--- config.mk ---
export PLATFORM = sky130hd
export DESIGN_NAME = rv32_load_store_unit
export DESIGN_NICKNAME = d
export VERILOG_FILES = /design/src/rtl/rv32_load_store_unit.sv
export SDC_FILE = /design/constraint.sdc
export NUM_CORES = 1
export LEC_CHECK = 0
export ABC_AREA = 1
export CAP_MARGIN = 20
export CORE_ASPECT_RATIO = 1.75
export CORE_MARGIN = 2
export CORE_UTILIZATION = 34
export CTS_BUF_LIST = sky130_fd_sc_hd__clkbuf_16
export CTS_CLUSTER_DIAMETER = 100
export DETAILED_ROUTE_END_ITERATION = 12
export GPL_ROUTABILITY_DRIVEN = 1
export PLACE_DENSITY = 0.89
export SLEW_MARGIN = 20
export SYNTH_ARGS = -nofsm -noshare
export SYNTH_HDL_FRONTEND = slang
export SYNTH_SLANG_ARGS = --single-unit
--- constraint.sdc ---
create_clock -name i_clk -period 1.3 [get_ports i_clk]
set_input_delay 0.13 -clock i_clk [delete_from_list [all_inputs] [get_ports i_clk]]
set_output_delay 0.13 -clock i_clk [all_outputs]
set_load 0.02 [all_outputs]
--- src/rtl/rv32_load_store_unit.sv ---
// RV32 load/store unit: sits between the MEM stage and memory data port B.
// Accepts one access per valid/ready handshake and drives the memory request.
// Loads wait out the BRAM read latency, then the unit extracts and extends the data.
// Misaligned or out-of-range accesses fault without touching memory.
// Op encoding (i_req_op / o_mem_request_op):
//   0 NOP, 1 LB, 2 LH, 3 LW, 4 LBU, 5 LHU, 6 SB, 7 SH, 8 SW.
module rv32_load_store_unit #(
  parameter int LOAD_LATENCY = 1
) (
  input  logic        i_clk,
  input  logic        i_reset,
  input  logic        i_req_valid,
  output logic        o_req_ready,
  input  logic [3:0]  i_req_op,
  input  logic [31:0] i_req_addr,
  input  logic [31:0] i_req_wdata,
  output logic [3:0]  o_mem_request_op,
  output logic [31:0] o_mem_request_addr,
  output logic [31:0] o_mem_request_data,
  input  logic        i_mem_ready,
  input  logic [31:0] i_mem_data,
  output logic        o_resp_valid,
  input  logic        i_resp_ready,
  output logic [31:0] o_resp_data,
  output logic        o_resp_fault
);

  localparam logic [3:0] MEM_NOP = 4'd0;
  localparam logic [3:0] MEM_LB  = 4'd1;
  localparam logic [3:0] MEM_LH  = 4'd2;
  localparam logic [3:0] MEM_LW  = 4'd3;
  localparam logic [3:0] MEM_LBU = 4'd4;
  localparam logic [3:0] MEM_LHU = 4'd5;
  localparam logic [3:0] MEM_SB  = 4'd6;
  localparam logic [3:0] MEM_SH  = 4'd7;
  localparam logic [3:0] MEM_SW  = 4'd8;

  // The counter is loaded with LOAD_LATENCY-1 and runs down to zero.
  localparam int CNT_W = (LOAD_LATENCY > 1) ? $clog2(LOAD_LATENCY) : 1;
  localparam logic [CNT_W-1:0] CNT_INIT = CNT_W'(LOAD_LATENCY - 1);

  typedef enum logic [1:0] {
    S_IDLE      = 2'd0,
    S_LOAD_WAIT = 2'd1,
    S_RESP      = 2'd2
  } state_t;

  state_t           r_state;
  state_t           w_next_state;
  logic [3:0]       r_op;
  logic [1:0]       r_lane;
  logic [CNT_W-1:0] r_cnt;
  logic [31:0]      r_resp_data;
  logic             r_resp_fault;

  logic w_accept;
  logic w_is_load;
  logic w_is_store;
  logic w_is_mem;
  logic w_misaligned;
  logic w_fault;

  // Picks the addressed byte or half out of the read word and extends it.
  function automatic logic [31:0] extract_load(input logic [3:0] op,
                                               input logic [1:0] lane,
                                               input logic [31:0] word);
    logic [7:0]  b;
    logic [15:0] h;
    logic [31:0] res;
    case (lane)
      2'd0:    b = word[7:0];
      2'd1:    b = word[15:8];
      2'd2:    b = word[23:16];
      2'd3:    b = word[31:24];
      default: b = 8'd0;
    endcase
    h = lane[1] ? word[31:16] : word[15:0];
    case (op)
      MEM_LB:  res = {{24{b[7]}}, b};
      MEM_LBU: res = {24'd0, b};
      MEM_LH:  res = {{16{h[15]}}, h};
      MEM_LHU: res = {16'd0, h};
      MEM_LW:  res = word;
      default: res = 32'd0;
    endcase
    return res;
  endfunction

  // Classifies the incoming op and checks its natural alignment.
  always_comb begin
    w_is_load    = 1'b0;
    w_is_store   = 1'b0;
    w_misaligned = 1'b0;
    case (i_req_op)
      MEM_LB, MEM_LBU: w_is_load = 1'b1;
      MEM_LH, MEM_LHU: begin
        w_is_load    = 1'b1;
        w_misaligned = i_req_addr[0];
      end
      MEM_LW: begin
        w_is_load    = 1'b1;
        w_misaligned = |i_req_addr[1:0];
      end
      MEM_SB: w_is_store = 1'b1;
      MEM_SH: begin
        w_is_store   = 1'b1;
        w_misaligned = i_req_addr[0];
      end
      MEM_SW: begin
        w_is_store   = 1'b1;
        w_misaligned = |i_req_addr[1:0];
      end
      default: begin
        w_is_load    = 1'b0;
        w_is_store   = 1'b0;
        w_misaligned = 1'b0;
      end
    endcase
  end

  assign w_is_mem = w_is_load | w_is_store;
  assign w_accept = i_req_valid & o_req_ready;
  // i_mem_ready is a function of the address we present, so the address must
  // not depend on the fault decision or a combinational loop would form.
  assign w_fault  = w_is_mem & (w_misaligned | ~i_mem_ready);
  assign o_mem_request_addr = w_accept ? i_req_addr : 32'd0;

  // Issues the op and store data only for an accepted, fault-free access.
  always_comb begin
    o_mem_request_op   = MEM_NOP;
    o_mem_request_data = 32'd0;
    if (w_accept && w_is_mem && !w_fault) begin
      o_mem_request_op   = i_req_op;
      o_mem_request_data = i_req_wdata;
    end else begin
      o_mem_request_op   = MEM_NOP;
      o_mem_request_data = 32'd0;
    end
  end

  // State register; reset drops any in-flight access.
  always_ff @(posedge i_clk) begin
    if (i_reset) begin
      r_state <= S_IDLE;
    end else begin
      r_state <= w_next_state;
    end
  end

  // Next-state selection.
  always_comb begin
    w_next_state = r_state;
    case (r_state)
      S_IDLE: begin
        if (w_accept && w_is_mem) begin
          if (w_fault || w_is_store) begin
            w_next_state = S_RESP;
          end else begin
            w_next_state = S_LOAD_WAIT;
          end
        end else begin
          w_next_state = S_IDLE;
        end
      end
      S_LOAD_WAIT: begin
        if (r_cnt == {CNT_W{1'b0}}) begin
          w_next_state = S_RESP;
        end else begin
          w_next_state = S_LOAD_WAIT;
        end
      end
      S_RESP: begin
        if (i_resp_ready) begin
          w_next_state = S_IDLE;
        end else begin
          w_next_state = S_RESP;
        end
      end
      default: w_next_state = S_IDLE;
    endcase
  end

  // Handshake outputs decoded from state; ready and valid are mutually exclusive.
  always_comb begin
    o_req_ready  = (r_state == S_IDLE) & ~i_reset;
    o_resp_valid = (r_state == S_RESP);
  end

  // Latches the load context, runs the wait counter and holds the response payload.
  always_ff @(posedge i_clk) begin
    if (i_reset) begin
      r_op         <= MEM_NOP;
      r_lane       <= 2'd0;
      r_cnt        <= {CNT_W{1'b0}};
      r_resp_data  <= 32'd0;
      r_resp_fault <= 1'b0;
    end else begin
      case (r_state)
        S_IDLE: begin
          if (w_accept && w_is_mem) begin
            r_op         <= i_req_op;
            r_lane       <= i_req_addr[1:0];
            r_cnt        <= CNT_INIT;
            r_resp_data  <= 32'd0;
            r_resp_fault <= w_fault;
          end
        end
        S_LOAD_WAIT: begin
          if (r_cnt == {CNT_W{1'b0}}) begin
            r_resp_data <= extract_load(r_op, r_lane, i_mem_data);
          end else begin
            r_cnt <= r_cnt - {{(CNT_W-1){1'b0}}, 1'b1};
          end
        end
        default: begin
        end
      endcase
    end
  end

  assign o_resp_data  = r_resp_data;
  assign o_resp_fault = r_resp_fault;

endmodule

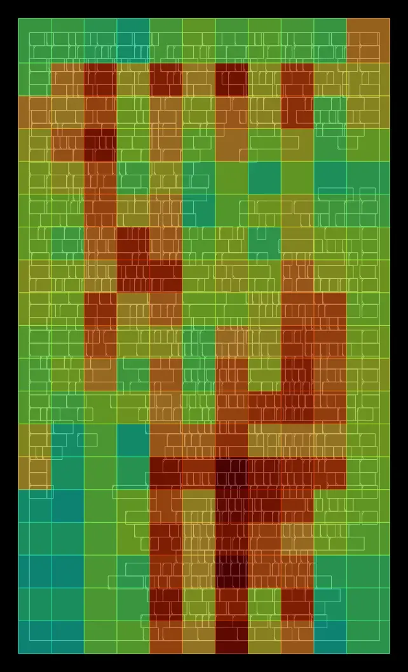
Run 1: congestion heat map
Finished Core Util: 67.9%
total global routing track utilization: 26.1%
highest-utilization routing layer at the global route stage: met2
grt met2 use: 47.4%
met3 capacity usage during global routing: 4.54%

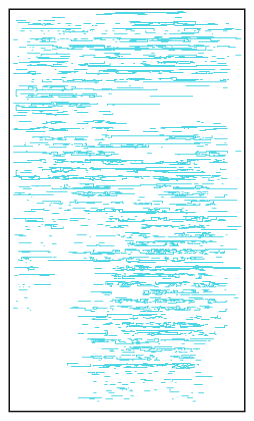
Run 1: M1 wires
(3 px per um)
The layer holds 37% of the routed length. The longest straight run is 36.1 um.
total routed wirelength: 13.8 mm
via count: 4,548

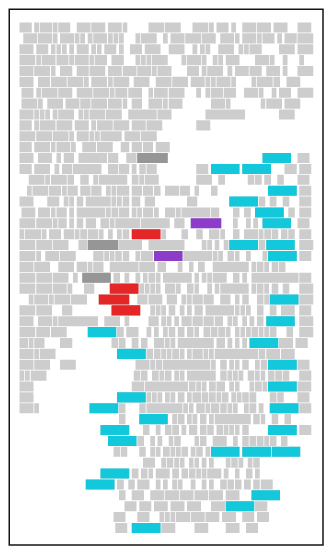
Run 1: sequential cells colored by netlist name
(4 px per um) Other sequential cells in the stronger gray, the rest of the logic in the fainter gray.
Cyan stands for o_resp_data, flops 32. Purple stands for r_lane, flops 2. Red stands for r_op, flops 4.

==> summary.txt, run 1 <==
Results of the full flow below.

Final timing:
- The run gives the final cycle utilization of the critical path as 133%.
- The run puts the maximum clock rate at 579 MHz.
- The run puts the worst-margin pin slew at 383 ps.
- Setup repair after global routing could not meet its margin everywhere.
- The run puts the number of setup violations in the final report at 111.
- The run puts the final number of hold-violating endpoints at 0.
- The run puts the least setup slack across all paths after layout at -428 ps.
- The run puts the count of final max-slew check failures at 0.
- The run gives the worst setup skew after layout as 3.79 ps.
- The run gives the worst max-slew margin expressed relative to the limit as 74.4%.
- The run puts the time the final worst path needs with I/O delays and setup at 1730 ps.

Yosys:
- The run puts the area of the mapped netlist at 3260 um2.
- The run gives the number of cell instances after yosys synthesis as 565.
- The commonest register cell is sky130_fd_sc_hd__dfxtp_1.
- The run gives the largest area contributor in the synthesized netlist as sky130_fd_sc_hd__dfxtp_1.
- Of the total synthesized cell area, the portion taken by AND, OR, NAND and NOR gates is 48.8%.
- Of the total synthesized cell area, the portion taken by AND-OR and OR-AND cells is 9.28%.
- The run gives the dominant combinational cell family by area after synthesis as simple AND/OR/NAND/NOR gates.
- The run puts the number of nets produced by synthesis at 670.
- Per the synthesis report, the number of distinct cell types is 26.
- The run gives the most frequent cell after synthesis as sky130_fd_sc_hd__nand2_1.
- The run gives the async set-or-reset flop fraction in the synthesized netlist as 0%.
- The run gives the multiplexer share of the synthesized area as 0%.
- The run gives the sequential-to-total area share from yosys stat as 25.2%.
- The run puts the synthesized-area fraction occupied by adder cells at 0%.
- After technology mapping, the gate count stands at 565.
- The run puts the share of the synthesized area in the top cell type at 25.2%.
- The run gives the number of storage elements in the synthesis netlist as 41.
- The run gives the post-synthesis chip area from yosys as 3260 um2.
- The run puts the per-instance average area after synthesis at 5.77 um2.
- The run gives the count of warnings emitted by yosys as 0.
- The post-synth count of flops with an enable pin is 0.
- After synthesis, the most frequently instantiated cells are 139 x sky130_fd_sc_hd__nand2_1, 87 x sky130_fd_sc_hd__inv_1, 81 x sky130_fd_sc_hd__nand3_1.
- For reference, the top cells by area after synthesis are sky130_fd_sc_hd__dfxtp_1 25%, sky130_fd_sc_hd__nand2_1 16%, sky130_fd_sc_hd__nand3_1 12%.
- Of the total synthesized cell area, the portion taken by XOR and XNOR cells is 0%.

Global routing:
- The initial antenna violation count was 0.
- The run gives the residual overflow from global routing as 0.
- The run gives the global-route wire length before repair as 22.0 mm.
- The run puts the largest net degree at the start of global routing at 37.
- The via count of the first global-routing pass came to 4,564.
- The run puts the met1 track utilization from global routing at 29.1%.

Outcome:
- The run finished, with violations left.
- The checks that failed: negative setup slack.

Job:
- The run puts the stage-log warning count at 29.
- The run gives the total of max-cap violations as 0.

Power and ir drop:
- The run puts the highest ir drop seen on vdd at 0.590 mV.
- The run gives the power density normalized to cell area as 659 nW/um2.
- The run puts the leakage power total at 0.00323 uW.

Setup path:
- The run gives the endpoint kind of the worst setup timing path as an output port.
- In this design, the stage delay of the slowest critical-path cell is 460 ps.
- The run puts the length in cells of the worst reg-to-reg path at 11.
- STA classifies the critical path startpoint as an input port.
- The run puts the maximum net fanout on the critical path at 8.
- The run gives the critical path required time as 1170 ps.
- Per STA, the worst path is made up of clkdlybuf4s50_1 > inv_2 > nand2_1 > nand3_1 > nand3_1 > nand2_2 > nand3_4 > buf_12 > buf_12 > nor2_4 > buf_6.
- The critical path is of the in2out type.
- The run puts the signal arrival time at the worst endpoint at 1600 ps.
- The timing report shows that the slowest cell on the worst path is sky130_fd_sc_hd__clkdlybuf4s50_1.

Hold path:
- The tightest min-delay check is of the in2reg type.
- The run gives the hold-critical path depth as 4.

Final layout:
- The count of cells in the finished layout, fillers not included, comes to 933.
- The run gives the layout overhead on the synthesized area as 95.8%.
- The run puts the area used by multi-input combinational logic at 2060 um2.
- In the final design database the tool counted 915 nets.
- The run gives the share of layout cells above drive strength 1 as 22.8%.
- The run gives the final design instance area without fill as 6390 um2.
- The run puts the total inserted antenna cells at 0.
- The run puts the number of fillers in the final layout at 757.
- The run puts the area used by sequential logic in the layout at 826 um2.

CTS:
- The run gives the clock latency on the worst-skew pair as 280 ps.
- TritonCTS built the clock tree.
- The run gives the CTS H-tree depth as 2.
- The run gives the total number of clock tree sinks as 41.
- The run gives the clock-pin slew on the worst setup and hold paths as 60 ps.
- The run gives the clock root buffer as sky130_fd_sc_hd__clkbuf_16.
- The run gives the maximum count of clock buffers along a single path as 2.
- The run puts the number of buffers inserted during clock tree synthesis at 5.

Floorplanning:
- The core region is 9410 um2.
- The run gives the vertical die size as 134 um.
- The run gives the top-level port count as 208.
- The run puts the number of placement rows at 47.
- In the floorplan report the effective utilization is 34.7%.
- The run gives the chip area as 10,400 um2.
- The floorplan step set the die width to 78.0 um.

Detailed routing:
- The iteration count recorded for the first detailed-route pass is 5.
- The routed design shows a wire length per standard cell of 14.8 um.
- The script logs the ratio of routed vias to standard cells as 4.87.
- The run gives the residual antenna-violating net count after detailed routing as 0.
- The run gives the number of design rule violations left after detail routing as 0.
- The run puts the violation count after the first detailed-route iteration at 307.

Place:
- The run puts the placed wire-length estimate at 9.93 mm.
- The run puts the pre-CTS worst setup slack at -1060 ps.
- The run gives the placer congestion estimate as 0.902.
- The run puts the placed cell area at 5850 um2.
- The run gives the count of port buffers added during placement as 207.
- The detailed placer reported the number of placed instances as 909.
[run 1: critical path: cells and delay by family]
family | cells | cell delay (ps)
buffers and inverters | 5 | 990
and+or+nand+nor | 6 | 470
[run 1: report_power, final]
| group | switching [uW] | internal [uW] | total, uW |
|---|---|---|---|
| combinational | 658 | 668 | 1330 |
| clock | 501 | 1100 | 1600 |
| sequential | 14.5 | 1270 | 1290 |
[run 1: state kept, by name, summed over array words and instances, names as in the netlist]
register,flops
o_resp_data,32
r_op,4
r_lane,2
r_state,2
o_resp_fault,1
[run 1: logic make-up (layout without fill, tap and decap cells)]
logic type	count (synthesis)	in the layout
AND/OR/NAND/NOR	334	334
buffers and inverters	130	376
AND-OR/OR-AND	60	60
flip-flops	41	41
[run 1: cell usage in the layout (no fill, tap or decap), types with 3 or more instances in the layout]
cell type / count
sky130_fd_sc_hd__a21oi_1: 45
sky130_fd_sc_hd__a21oi_2: 3
sky130_fd_sc_hd__buf_12: 12
sky130_fd_sc_hd__buf_4: 45
sky130_fd_sc_hd__buf_6: 41
sky130_fd_sc_hd__clkbuf_16: 5
sky130_fd_sc_hd__clkdlybuf4s15_2: 4
sky130_fd_sc_hd__clkdlybuf4s50_1: 99
sky130_fd_sc_hd__dfxtp_1: 37
sky130_fd_sc_hd__dfxtp_2: 4
sky130_fd_sc_hd__dlygate4sd2_1: 65
sky130_fd_sc_hd__inv_1: 84
sky130_fd_sc_hd__inv_2: 8
sky130_fd_sc_hd__nand2_1: 137
sky130_fd_sc_hd__nand2_2: 4
sky130_fd_sc_hd__nand3_1: 81
sky130_fd_sc_hd__nand4_1: 8
sky130_fd_sc_hd__nor2_1: 56
sky130_fd_sc_hd__nor2_2: 3
sky130_fd_sc_hd__nor2_4: 36
sky130_fd_sc_hd__o21ai_0: 9
[run 1: final timing paths]
check | endpoint | start | slack [ps]
worst min-delay path | r_op[0] | i_req_op[0] | 400
worst max register to register | o_resp_data[13] | r_state[1] | -260
worst max-delay path | o_mem_request_data[18] | i_req_addr[0] | -430
worst min register to register | o_resp_data[14] | o_resp_data[14] | 480
[run 1: what timing repair did]
item,4_1_cts,5_1_grt
gates resized,341,14
endpoints found under the setup margin,143,111
hold buffers,0,0
cloned,5,0
setup buffers,8,4
pin swaps,8,1
[run 1: stage by stage]
step                      setup TNS (ps)  hold WS (ps)  power, uW
after floorplan                    -3720           277       1840
after global placement            -78940           468       2520
after detailed placement          -80440           473       2530
after CTS                         -32260           397       4200
after global routing              -41120           418       4380
final                             -33560           401       4210
[run 1: area by class of cell]
class                           count  share of cell area [%]
Clock inverter                      3                    1.02
Sequential cell                    41                    12.9
Inverter                           96                    5.90
Tap cell                          122                    2.39
Timing Repair Buffer              272                    43.6
Multi-Input combinational cell    394                    32.2
Clock buffer                        5                    1.96
[run 1: layer usage]
metal,share of wire (%),routed length (um)
met5,0,0
met4,4.0,549
met3,6.2,854
met2,53,7270
met1,37,5100
Run 1, a small window of the routed layout:
Window x 46 to 71, y 88 to 113 um. Cells in gray, sequential cells in the stronger gray; small squares are vias.
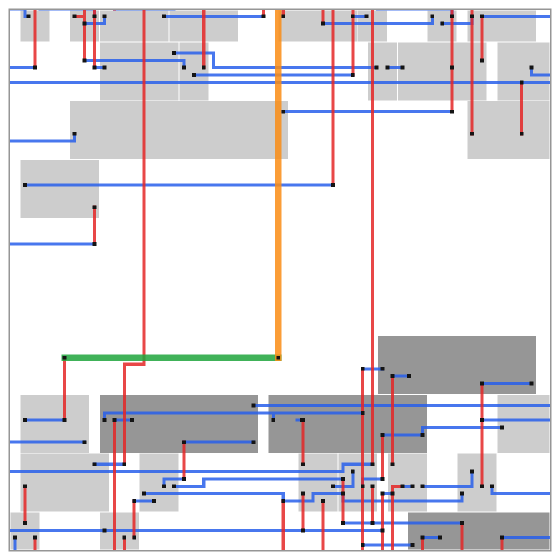

==> run 1 -> run 2 <==
--- a/config.mk
+++ b/config.mk
@@ -14,7 +14,7 @@
 export CTS_CLUSTER_DIAMETER = 100
 export DETAILED_ROUTE_END_ITERATION = 12
 export GPL_ROUTABILITY_DRIVEN = 1
-export PLACE_DENSITY = 0.89
+export PLACE_DENSITY = 0.79
 export SLEW_MARGIN = 20
 export SYNTH_ARGS = -nofsm -noshare
 export SYNTH_HDL_FRONTEND = slang
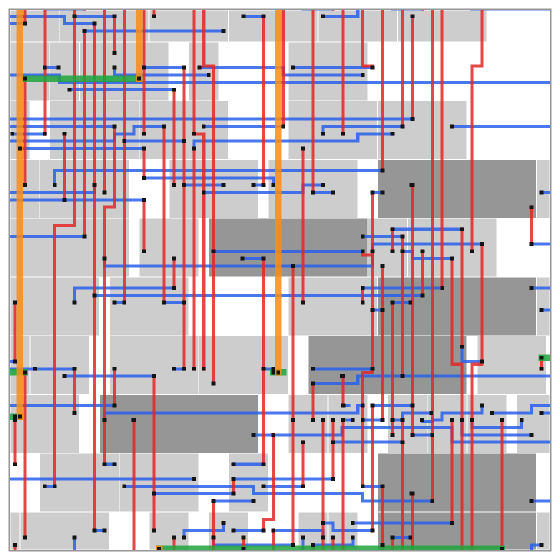
Run 2: a small window of the routed layout
Window x 46 to 71, y 88 to 113 um. Cells in gray, sequential cells in the stronger gray; small squares are vias.
Green stands for M3. Blue stands for M1. Orange stands for M4. Red stands for M2.
Most frequent: nor2_4 (10), buf_6 (8). 52 logic cells have their middle in the window. Sequential cells in the window: 7. Netlist names of flops here include o_resp_data (7).

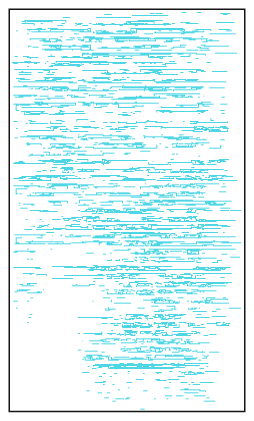
Run 2: M1 wires
(3 px per um)
The wires run mostly horizontal. The layer holds 34% of the routed length. 832 nets have wire on it. The layer carries 5,460 um of wire.
via count: 4,772
total routed wirelength: 16.1 mm
met1 demand-to-capacity share in global routing: 26.1%

==> run 2 against run 1 <==
  * The flow still finishes with violations (negative setup slack)
  * Via count grew 4.9%
  * Setup slack lost 95 ps
  * Power is 6.5% higher
  * Largest cell class unchanged
  * Highest routed layer unchanged
==> summary.txt, run 2 <==
Results of the full flow below.

Outcome:
- The flow ran to the end, but the final reports show violations.
- The checks that failed: negative setup slack.

CTS:
- The run gives the maximum count of clock buffers along a single path as 2.
- The run puts the hold buffer count at CTS at 0.
- The run puts the clock latency on the worst-skew pair at 290 ps.
- The number of clock sinks came to 41.
- The run gives the TritonCTS clock tree as done.

Final timing:
- Between clock sinks in the finished design, the worst skew comes to 7.67 ps.
- Across all setup checks in the final design, the least slack found is -523 ps.
- The run puts the number of setup violations in the final report at 111.
- In the finished design, the share of the clock period the worst path needs comes to 140%.
- The worst path in the final design needs a cycle of 1820 ps, including I/O delays and setup.
- The run gives the worst max-slew margin expressed relative to the limit as 73.8%.
- The run puts the count of final max-slew check failures at 0.

Setup path:
- The run gives the worst path buffer plus inverter count as 6.
- Tracing the worst setup path back leads to its startpoint at i_req_op[0].
- The run puts the maximum net fanout on the critical path at 6.
- The run gives the delay of the slowest cell on the worst path as 260 ps.
- STA classifies the critical path endpoint as an output port.
- The cell sequence reported for the critical path is dlygate4sd2_1 > buf_4 > inv_1 > nand2_1 > nand3_1 > nand3_2 > nand2_2 > nand3_4 > buf_6 > buf_16 > nor2_4 > buf_6.
- The run puts the critical path required time at 1170 ps.
- Among cell families on the critical path, the largest total delay comes from buffers and inverters.
- The run gives the startpoint-to-endpoint class of the critical path as in2out.
- Data arrives at the worst endpoint at 1690 ps.

Place:
- The run gives the count of port buffers added during placement as 207.
- The run puts the placer congestion estimate at 0.941.
- The run gives the pre-CTS worst setup slack as -1020 ps.
- Per the placement report, the placed cell count is 910.

Floorplanning:
- The run gives the total core area as 9410 um2.
- The vertical die dimension reported for this design is 134 um.
- The floorplan report gives the top-level pin count as 208.
- The run puts the width of the die at 78.0 um.
- The floorplan step defined a die boundary enclosing 10,400 um2.

Final layout:
- The run gives the area used by sequential logic in the layout as 826 um2.
- The run puts the number of fillers in the final layout at 643.
- The run puts the final cell count without fillers at 949.
- The run puts the area used by multi-input combinational logic at 2300 um2.
- Per the run report, area growth between synthesis and finish was 114%.
- For the completed layout, the total cell area is recorded as 6980 um2.
- In the layout the commonest cells are 134 x sky130_fd_sc_hd__nand2_1, 98 x sky130_fd_sc_hd__clkdlybuf4s50_1, 84 x sky130_fd_sc_hd__inv_1.

Detailed routing:
- The run puts the number of design rule violations left after detail routing at 0.
- The detailed router used layers up to and including met4.
- The run gives the violation count after the first detailed-route iteration as 289.
- Wire segments on met3 add up to 953 um in the final route.
- The run gives the number of vias per cell as 5.03.
- The run gives the residual antenna-violating net count after detailed routing as 0.

Yosys:
- The area fraction of the largest cell type after synthesis is 25.2%.
- The run puts the number of cell instances after yosys synthesis at 565.
- The run gives the post-synthesis chip area from yosys as 3260 um2.
- The run puts the sequential-to-total area share from yosys stat at 25.2%.
- Yosys reported that registers with async set or reset make up 0%.
- The run gives the number of unique standard cell types used by synthesis as 26.
- The run gives the synthesized instance count as 565.
- The run puts the count of warnings emitted by yosys at 0.
- The main area contributors are sky130_fd_sc_hd__dfxtp_1 25%, sky130_fd_sc_hd__nand2_1 16%, sky130_fd_sc_hd__nand3_1 12%.
- The run gives the number of nets produced by synthesis as 670.
- The run gives the number of storage elements in the synthesis netlist as 41.
- The run gives the largest area contributor in the synthesized netlist as sky130_fd_sc_hd__dfxtp_1.

Power and ir drop:
- The run puts the highest ir drop seen on vdd at 0.620 mV.
- The run puts the power share of the combinational group at 36.0%.
- The run puts the switching power share of the total at 28.9%.
- Power spread over the standard cell area amounts to 642 nW/um2.
- The run puts the fraction of power consumed by the clock network at 35.3%.
- The internal portion of the total power is 3190 uW.
- The leakage power in the latest report is 0.00337 uW.
- The run puts the switching power of the nets at 1300 uW.

Global routing:
- The run puts the via count of the first global-routing pass at 4,421.
- The run puts the residual overflow from global routing at 0.
- Entering global routing, the biggest net connects 37 pins.

Hold path:
- The run gives the startpoint of the lowest-slack hold path as i_req_addr[0].
run 2: metrics by stage:
stage	util (%)	setup TNS [ps]
after floorplan	-	-3720
after global placement	62.4	-76640
after detailed placement	62.4	-79430
after CTS	68.0	-30660
after global routing	74.2	-44410
final	74.2	-38190
run 2: routing by layer:
metal,GRT usage (%),up-vias
met2,47.3,258
met4,11.3,0
met5,0,-
li1,-,2262
met3,6.10,65
met1,26.1,2187
run 2: cell families (layout without fill, tap and decap cells):
kind of cell / after synthesis / in the layout / synth area share, %
other cells: 0 / 1 / 0
buf+inv: 130 / 391 / 16.8
flops: 41 / 41 / 25.2
simple gates: 334 / 334 / 48.8
compound gates: 60 / 60 / 9.28
run 2: area by class of cell:
type                       count  area share, %
inverter                      96           5.41
clock inverter                 3          0.932
tap                          122           2.19
sequential                    41           11.8
clock buffer                   5           1.79
timing repair buffer         287           44.8
multi-input combinational    394           33.0
antenna                        1         0.0359
run 2: worst min-delay path: stages:
cell and delay, ps:
sky130_fd_sc_hd__dlymetal6s2s_1 170, sky130_fd_sc_hd__buf_4 150, sky130_fd_sc_hd__o21ai_2 60, sky130_fd_sc_hd__a21oi_2 110
run 2: final timing paths:
check / endpoint / slack, ps / cells past startpoint
worst min-delay path: r_lane[0] / 370 / 4
worst min register to register: o_resp_data[17] / 470 / 2
worst max register to register: o_resp_data[23] / -300 / 12
worst max-delay path: o_mem_request_data[25] / -520 / 12
run 2: repair_timing:
action / 4_1_cts / 5_1_grt
pin swaps: 19 / 8
setup endpoints to repair: 143 / 110
cloned: 9 / 5
resized: 453 / 125
buffers inserted: 11 / 12
run 2: power by group through the flow:
stage	Combinational, uW	Sequential [uW]	Clock, uW
4_1_cts	1350	1290	1610
5_1_grt	1700	1290	1670
6_report	1610	1290	1580
3_3_place_gp	1210	1310	0
3_5_place_dp	1230	1310	0
2_1_floorplan	526	1320	0
Run 2, gate families picked out:
(3 px per um)
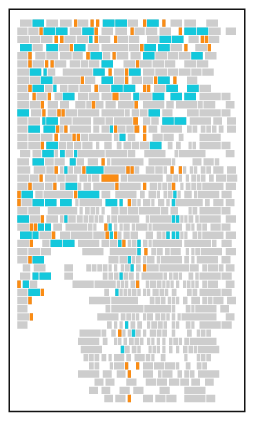

==> run 2 -> run 3 <==
--- a/config.mk
+++ b/config.mk
@@ -14,7 +14,7 @@
 export CTS_CLUSTER_DIAMETER = 100
 export DETAILED_ROUTE_END_ITERATION = 12
 export GPL_ROUTABILITY_DRIVEN = 1
-export PLACE_DENSITY = 0.79
+export PLACE_DENSITY_LB_ADDON = 0.15
 export SLEW_MARGIN = 20
 export SYNTH_ARGS = -nofsm -noshare
 export SYNTH_HDL_FRONTEND = slang
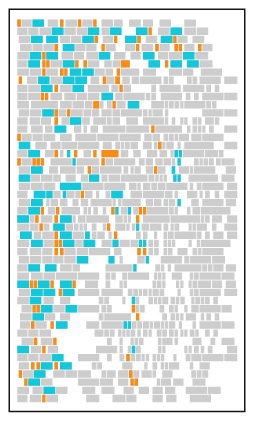
Run 3: gate families picked out
(3 px per um)
Cyan stands for nor cells, cells 98. Orange stands for inv cells, cells 96.

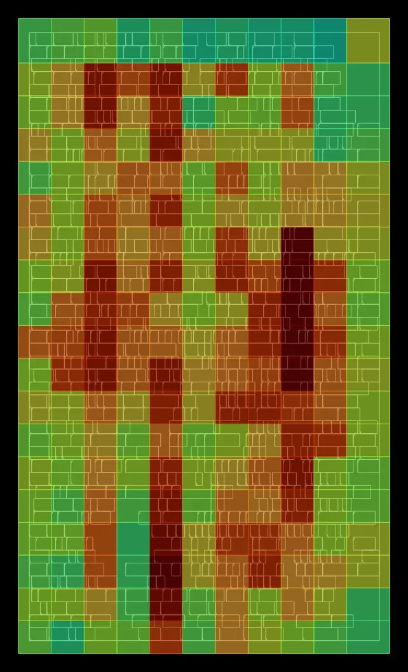
Run 3: congestion heat map
met3 capacity usage during global routing: 5.08%
total global routing track utilization: 25.9%
grt met2 use: 52.0%
post-detailed-route wirelength per cell: 16.3 um

==> run 3 against run 2 <==
  * The flow still finishes with violations (negative setup slack)
  * Critical path depth decreased by 3
  * Clock skew decreased by 2.9 ps
  * Sequential power about the same
  * Count of clock-buffer cells in the layout unchanged
  * Flip-flop count unchanged
  * Critical path type is now reg2out
==> summary.txt, run 3 <==
Results of the full flow below.

Outcome:
- The flow ran to the end, but the final reports show violations.
- The checks that failed: negative setup slack.

Setup path:
- The critical path goes through inv_2 > nand3_4 > inv_4 > nand2_8 > nor2_8 > nand3_4 > buf_8 > nor2_4 > buf_6.
- STA classifies the critical path endpoint as an output port.
- For reference, the most critical setup path is categorized as reg2out.
- On the worst path, the slowest cell contributes a delay of 330 ps.
- The run gives the maximum net fanout on the critical path as 8.
- The run gives the critical path required time as 1170 ps.
- The run gives the signal arrival time at the worst endpoint as 1680 ps.
- The run gives the slowest stage cell on the critical path as sky130_fd_sc_hd__dfxtp_2.
- STA classifies the critical path startpoint as a register.

Final layout:
- The run puts the layout overhead on the synthesized area at 123%.
- The run gives the net count reported at finish as 947.
- The run gives the flip-flop count of the largest register after layout as 32.
- The run puts the total inserted antenna cells at 0.
- The run gives the top logic cell by instance count in the layout as sky130_fd_sc_hd__nand2_1.
- The run puts the share of layout cells above drive strength 1 at 35.9%.
- The run puts the number of fillers in the final layout at 656.
- Per the cell usage report, the commonest logic cells after layout are 130 x sky130_fd_sc_hd__nand2_1, 97 x sky130_fd_sc_hd__clkdlybuf4s50_1, 82 x sky130_fd_sc_hd__inv_1.

Place:
- The run gives the placed wire-length estimate as 10.0 mm.
- Per the placement log, port buffering inserted 207 buffers.
- The run puts the pre-CTS worst setup slack at -1120 ps.
- The run gives the placer congestion estimate as 0.886.

Power and ir drop:
- The run gives the power density normalized to cell area as 566 nW/um2.
- Net switching is 31.8% of the power.
- The run puts the design internal power at 2800 uW.
- The run gives the sequential power share as 31.3%.
- The script extracted a net switching power of 1310 uW.
- The run puts the highest ir drop seen on vdd at 0.479 mV.
- The run gives the fraction of power consumed by the clock network as 28.6%.
- The run puts the leakage power total at 0.00391 uW.
- The run puts the power share of the combinational group at 40.0%.

Final timing:
- The run gives the worst setup skew after layout as 4.73 ps.
- The final timing report lists a max-slew violation count of 0.
- At the pin with the least slew margin, the transition time is 414 ps.
- The run gives the maximum clock rate as 553 MHz.
- The final timing report derives a shortest allowable period of 1810 ps.
- Checking max transition, the worst relative margin is 72.4%.
- The run puts the number of setup violations in the final report at 110.
- In the post-route analysis, the smallest setup slack over all paths is -508 ps.
- Endpoints failing hold in the final report were tallied at 0.
- Setup repair after global routing could not meet its margin everywhere.
- The run gives the total negative slack for setup checks as -37,380 ps.
- The run gives the final cycle utilization of the critical path as 139%.
- The run gives the worst hold margin as 316 ps.

CTS:
- The run puts the clock latency on the worst-skew pair at 290 ps.
- For reference, the clock transition at the flip-flops on the worst setup and hold paths is 60 ps.
- The run gives the TritonCTS clock tree as done.
- Clock tree synthesis inserted a total of 5 buffers.
- The root buffer cell chosen for the clock tree is sky130_fd_sc_hd__clkbuf_16.
- The run gives the CTS H-tree depth as 2.
- The longest clock path from root to sink contains 2 buffers.
- The run gives the total number of clock tree sinks as 41.
- The run puts the hold buffer count at CTS at 0.

Global routing:
- The run gives the global-route wire length before repair as 21.8 mm.
- Entering global routing, the biggest net connects 37 pins.
- The run gives the initial antenna violation count as 0.
- Recorded from the global router log, the overflow total was 0.
- The via count of the first global-routing pass was 4,679.

Yosys:
- The commonest register cell is sky130_fd_sc_hd__dfxtp_1.
- In the post-synthesis netlist, the cell with the most instances is sky130_fd_sc_hd__nand2_1.
- For this run, asynchronously set or reset flops after synthesis account for 0%.
- The synthesis run shows the most used standard cells to be 139 x sky130_fd_sc_hd__nand2_1, 87 x sky130_fd_sc_hd__inv_1, 81 x sky130_fd_sc_hd__nand3_1.
- The run gives the number of storage elements in the synthesis netlist as 41.
- The run puts the count of warnings emitted by yosys at 0.
- The run gives the sequential-to-total area share from yosys stat as 25.2%.
- The synthesis report lists the most area-consuming cells as sky130_fd_sc_hd__dfxtp_1 25%, sky130_fd_sc_hd__nand2_1 16%, sky130_fd_sc_hd__nand3_1 12%.
- The run gives the per-instance average area after synthesis as 5.77 um2.
- The run gives the number of nets produced by synthesis as 670.
- The run puts the number of unique standard cell types used by synthesis at 26.
- The run gives the area of the mapped netlist as 3260 um2.
- The run puts the synthesized instance count at 565.
- The run gives the count of library flops with an enable pin as 0.
- The area fraction of the largest cell type after synthesis is 25.2%.
- sky130_fd_sc_hd__dfxtp_1 takes more of the synthesized area than any other cell.
- The run gives the number of cell instances after yosys synthesis as 565.
- The run puts the post-synthesis chip area from yosys at 3260 um2.

Floorplanning:
- The run gives the top-level port count as 208.
- The run puts the width of the die at 78.0 um.
- The run gives the total core area as 9410 um2.
- The run puts the chip area at 10,400 um2.
- The run gives the vertical die size as 134 um.
- The run puts the number of placement rows at 47.
- The run puts the floorplan-stage core utilization at 34.7%.

Detailed routing:
- The run gives the routed via count as 4,806.
- The run puts the residual antenna-violating net count after detailed routing at 0.
- The run puts the final routed wirelength across all metal layers at 15.8 mm.
- TritonRoute reported its final design rule violation total as 0.
- The run gives the violation count after the first detailed-route iteration as 253.
- The run gives the number of vias per cell as 4.98.
- The run puts the iteration tally of the first detailed-router pass at 6.

Hold path:
- Checking hold timing, the worst path is listed with class in2reg.

Job:
- The run gives the total of max-cap violations as 0.
- Across all stage logs, warnings added up to 29.
## run 3: cell counts after synthesis
Identical to the previous run, type by type.
## run 3: final cells by class
class / instances / area (um2) / area share [%]
Timing Repair Buffer: 304 / 3330 / 45.9
Clock inverter: 3 / 12.5 / 0.172
Clock buffer: 5 / 125 / 1.72
Inverter: 96 / 382 / 5.25
Sequential cell: 41 / 826 / 11.4
Tap cell: 122 / 153 / 2.10
Multi-Input combinational cell: 394 / 2440 / 33.5
## run 3: cells by family (layout without fill, tap and decap cells)
family,Yosys count,in the layout,synth area share (%)
DFF,41,41,25.2
buffers and inverters,130,408,16.8
AOI/OAI and AO/OA,60,60,9.28
and+or+nand+nor,334,334,48.8
## run 3: critical path, delay by kind of cell (launching register included)
kind / cells / cell delay [ps]
and+or+nand+nor: 5 / 550
DFF: 1 / 330
buffers and inverters: 4 / 500
## run 3: timing repair
action	4_1_cts	5_1_grt
gates resized	450	180
endpoints found under the setup margin	144	144
gates cloned	8	2
pin swaps	19	22
buffers inserted	21	16
## run 3: power by group through the flow
stage	logic [uW]	registers, uW	clock network (uW)
after global routing	1740	1290	1240
after floorplan	526	1320	0
after global placement	1230	1310	0
after CTS	1400	1290	1190
after detailed placement	1250	1310	0
final	1650	1290	1180
## run 3: path summary, 6_finish.rpt
check                           slack, ps       startpoint               endpoint  depth (start not counted)
worst max-delay path                 -510       r_state[0]  o_mem_request_data[3]                          9
worst min-delay path                  320   i_mem_data[31]        o_resp_data[31]                          5
worst max register to register       -410       r_state[0]           o_resp_fault                         11
worst min register to register        470  o_resp_data[23]        o_resp_data[23]                          2
## run 3: through the flow
step                      cells  utilization, %  power, uW  area (um2)
final                       965            77.2       4110        7270
after global routing        965            77.2       4270        7270
after CTS                   957            70.7       3880        6650
after detailed placement    920            63.1       2560        5940
after global placement      920            63.1       2540        5940
after floorplan             565               -       1840        3320
## run 3: routing by layer
| layer | GRT usage, % | share of wire [%] | wire [um] |
|---|---|---|---|
| met4 | 11.4 | 4.8 | 759 |
| met1 | 24.5 | 31 | 4920 |
| met5 | 0 | 0 | 0 |
| met2 | 52.0 | 57 | 9010 |
| met3 | 5.08 | 6.9 | 1080 |
Power is estimated from default activity; no workload was simulated.
